==> config.mk <==
export PLATFORM = sky130hd
export DESIGN_NAME = johnson_decoder
export DESIGN_NICKNAME = d
export VERILOG_FILES = /design/src/rtl/johnson_decoder.sv
export SDC_FILE = /design/constraint.sdc
export NUM_CORES = 1
export LEC_CHECK = 0
export CAP_MARGIN = 0
export CORE_MARGIN = 2
export CORE_UTILIZATION = 45
export DETAILED_ROUTE_END_ITERATION = 7
export PLACE_DENSITY = 0.76
export RECOVER_POWER = 25
export SYNTH_ARGS = -nofsm -noshare
export SYNTH_HDL_FRONTEND = slang
export SYNTH_SLANG_ARGS = --single-unit
==> constraint.sdc <==
create_clock -name clk -period 13.1 [get_ports clk]
set_clock_uncertainty 0.1 [all_clocks]
set_input_delay 1.31 -clock clk [delete_from_list [all_inputs] [get_ports clk]]
set_output_delay 1.31 -clock clk [all_outputs]
set_load 0.02 [all_outputs]
==> src/rtl/johnson_decoder.sv <==
// Johnson-count receiver: decodes the code to a phase index, checks legality and +1 stepping,
// and reports lock / error status. Define JOHNSON_DEC_STICKY_EN to add a sticky error flag.
module johnson_decoder #(
  parameter int WIDTH     = 8,
  parameter int LOCK_CNT  = 2,
  parameter int ERR_CNT_W = 8,
  localparam int IW       = $clog2(2 * WIDTH)
) (
  input  logic                 clk,
  input  logic                 reset,
  input  logic                 en,
  input  logic [WIDTH-1:0]     count,
  output logic [IW-1:0]        index,
  output logic                 code_valid,
  output logic                 locked,
  output logic                 seq_err,
  output logic [ERR_CNT_W-1:0] err_cnt,
  output logic                 err_sticky
);

  localparam int GW                     = $clog2(LOCK_CNT + 1);
  localparam logic [GW-1:0] LOCK_VAL    = GW'(LOCK_CNT);
  // 2W wraps to 0 when it is a power of two, so PHASES - pop stays correct modulo 2^IW
  localparam logic [IW-1:0] PHASES      = IW'(2 * WIDTH);
  localparam logic [IW-1:0] LAST_PHASE  = IW'(2 * WIDTH - 1);
  localparam logic [ERR_CNT_W-1:0] ERR_MAX = '1;

  typedef enum logic [1:0] {
    HUNT   = 2'd0,
    CHECK  = 2'd1,
    LOCKED = 2'd2
  } state_t;

  state_t          state_r;
  logic [GW-1:0]   good_r;
  logic [IW-1:0]   prev_r;

  logic [IW-1:0]   pop_s;
  logic [IW-1:0]   idx_s;
  logic [IW-1:0]   expect_s;
  logic [GW-1:0]   good_inc_s;
  logic            legal_s;
  logic            good_step_s;
  logic            err_s;

  function automatic logic [IW-1:0] popcount(input logic [WIDTH-1:0] v);
    logic [IW-1:0] acc;
    acc = '0;
    for (int i = 0; i < WIDTH; i++) begin
      acc = acc + {{(IW-1){1'b0}}, v[i]};
    end
    return acc;
  endfunction

  // Decode, legality and step classification of the code presented this cycle
  always_comb begin
    pop_s       = popcount(count);
    legal_s     = ((count & (count + WIDTH'(1))) == '0) ||
                  ((~count & (~count + WIDTH'(1))) == '0);
    if (count[0] || (count == '0)) begin
      idx_s = pop_s;
    end else begin
      idx_s = PHASES - pop_s;
    end
    if (prev_r == LAST_PHASE) begin
      expect_s = '0;
    end else begin
      expect_s = prev_r + IW'(1);
    end
    good_inc_s  = good_r + GW'(1);
    good_step_s = legal_s && (idx_s == expect_s);
    err_s       = en && (state_r != HUNT) && !good_step_s;
  end

  // Lock FSM and registered outputs; seq_err follows err_s so it self-clears when en=0
  always_ff @(posedge clk) begin
    if (reset) begin
      state_r    <= HUNT;
      good_r     <= '0;
      prev_r     <= '0;
      index      <= '0;
      code_valid <= 1'b0;
      locked     <= 1'b0;
      seq_err    <= 1'b0;
      err_cnt    <= '0;
    end else begin
      seq_err <= err_s;
      if (err_s && (err_cnt != ERR_MAX)) begin
        err_cnt <= err_cnt + ERR_CNT_W'(1);
      end
      if (en) begin
        code_valid <= legal_s;
        if (legal_s) begin
          index  <= idx_s;
          prev_r <= idx_s;
        end
        case (state_r)
          HUNT: begin
            good_r <= '0;
            if (legal_s) begin
              state_r <= CHECK;
            end
          end
          CHECK: begin
            if (!legal_s) begin
              state_r <= HUNT;
              good_r  <= '0;
            end else if (good_step_s) begin
              good_r <= good_inc_s;
              if (good_inc_s == LOCK_VAL) begin
                state_r <= LOCKED;
                locked  <= 1'b1;
              end
            end else begin
              good_r <= '0;
            end
          end
          LOCKED: begin
            if (!legal_s) begin
              state_r <= HUNT;
              good_r  <= '0;
              locked  <= 1'b0;
            end else if (!good_step_s) begin
              state_r <= CHECK;
              good_r  <= '0;
              locked  <= 1'b0;
            end
          end
          default: begin
            state_r <= HUNT;
            good_r  <= '0;
            locked  <= 1'b0;
          end
        endcase
      end
    end
  end

`ifdef JOHNSON_DEC_STICKY_EN
  logic sticky_r;

  // Latches the first error until reset
  always_ff @(posedge clk) begin
    if (reset) begin
      sticky_r <= 1'b0;
    end else if (err_s) begin
      sticky_r <= 1'b1;
    end
  end

  assign err_sticky = sticky_r;
`else
  assign err_sticky = 1'b0;
`endif

endmodule

==> images/m1.png <==
Bar = 20 µm. Cells faint in the background.
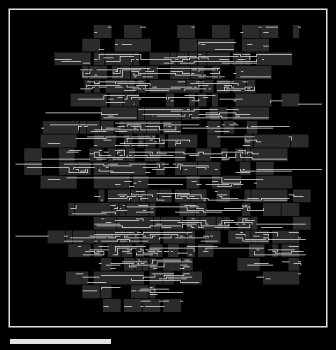
nets with wire on the layer: 204
longest straight run: 30.8 µm
wire length on this layer: 1520 µm
main direction: horizontal
share of all routed wire: 51%
via count: 1308
met1 usage in global routing: 22.40%
DRT Wirelength: 2979 µm

==> images/m2.png <==
Cells faint in the background.
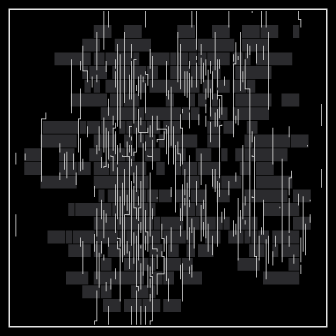
main direction: vertical
longest straight run: 29.2 µm

==> results.tsv <==
stage	metric	value	unit
finish	num-nets-final	228	
synthesis	top_cells_by_count	dfxtp_1 (19), inv_1 (19), nor2_1 (15), ha_1 (11), a21oi_1 (10)	
critical_path	worstPathMaxFanout	14	
pwr	p_comb	0.0659	mW
grt	grtUsageMet3	2.883	%
clock_tree	insertion_delay	0.30	ns
floorplan	dieArea	3936	µm²
sta	layout_min_cycle_time	6.187	ns
grt	use_met2	26.08	%
finish	comb_area_share	57.42	%
critical_path	critPathCaptureType	register	
pwr	p_total	0.1548	mW
synthesis	top_cell_area_share	24.50	%
pwr	power_clock	0.0294	mW
sta	tns	0	ns
sta	rsz0062_at_grt	false	
synthesis	syn_area	1553	µm²
critical_path	crit_path_end	err_cnt[0]	
sta	relSlewSlack	28.97	%
finish	largest_reg_flops	8	
route	drc	0	
grt	grt_pass1_vias	1210	
pwr	combPwrFrac	42.6	%
finish	layout.cells.non_filler	247	
floorplan	tap_cells	46	
floorplan	chipWidth	62.74	µm
run	cap_violations	0	
synthesis	ys_sh_aoi	21.11	%
status	outcome	finished clean	
route	wl_per_cell	12.06	µm
route	dr_wl_met3	71	µm
clock_tree	clock-root-buffer	clkbuf_4	
synthesis	simple_gate_area_share	25.06	%
pwr	power.switching	0.05538	mW
pwr	p_seq_share	38.5	%
finish	n_antenna_cell	0	
synthesis	yosys_area	1553	µm²
finish	sh_seq_area	20.61	%
sta	setup_viol	0	
synthesis	ys.flops	19	
critical_path	r2r-end	err_cnt[0]	
synthesis	adder_share	14.02	%
finish	n_clock_buffer	4	
clock_tree	postCtsHoldBufs	0	
pwr	seq-power	0.0595	mW
pwr	switching_share	35.78	%
finish	reg_top3	err_cnt x8, prev_r x4	
finish	inverters	19	
critical_path	regToRegSetupSlack	10.47	ns
placed_design	place.gp.congestion	0.8035	
critical_path	crit_slowest_cell	clkdlybuf4s50_1	
sta	finalCritPeriodShare	47.23	%
pwr	total_leakage_power	0.7179	nW
sta	hold_ws	0.3761	ns
grt	grt_usage	16.54	%
clock_tree	htreeDepth	1	
placed_design	dp_slack	6.601	ns
==> images/m3.png <==
Bar = 20 µm. Cells faint in the background.
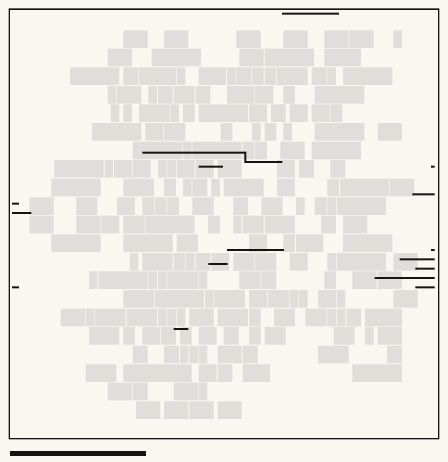
main direction: horizontal
share of all routed wire: 2.4%
longest straight run: 14.9 µm

==> images/placed.png <==
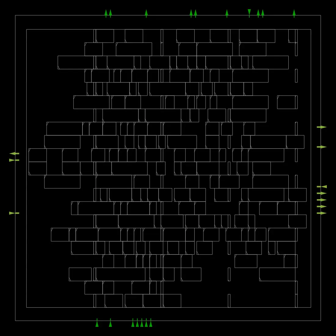
row cnt: 21
fillers: 317

Power is estimated from default activity; no workload was simulated.
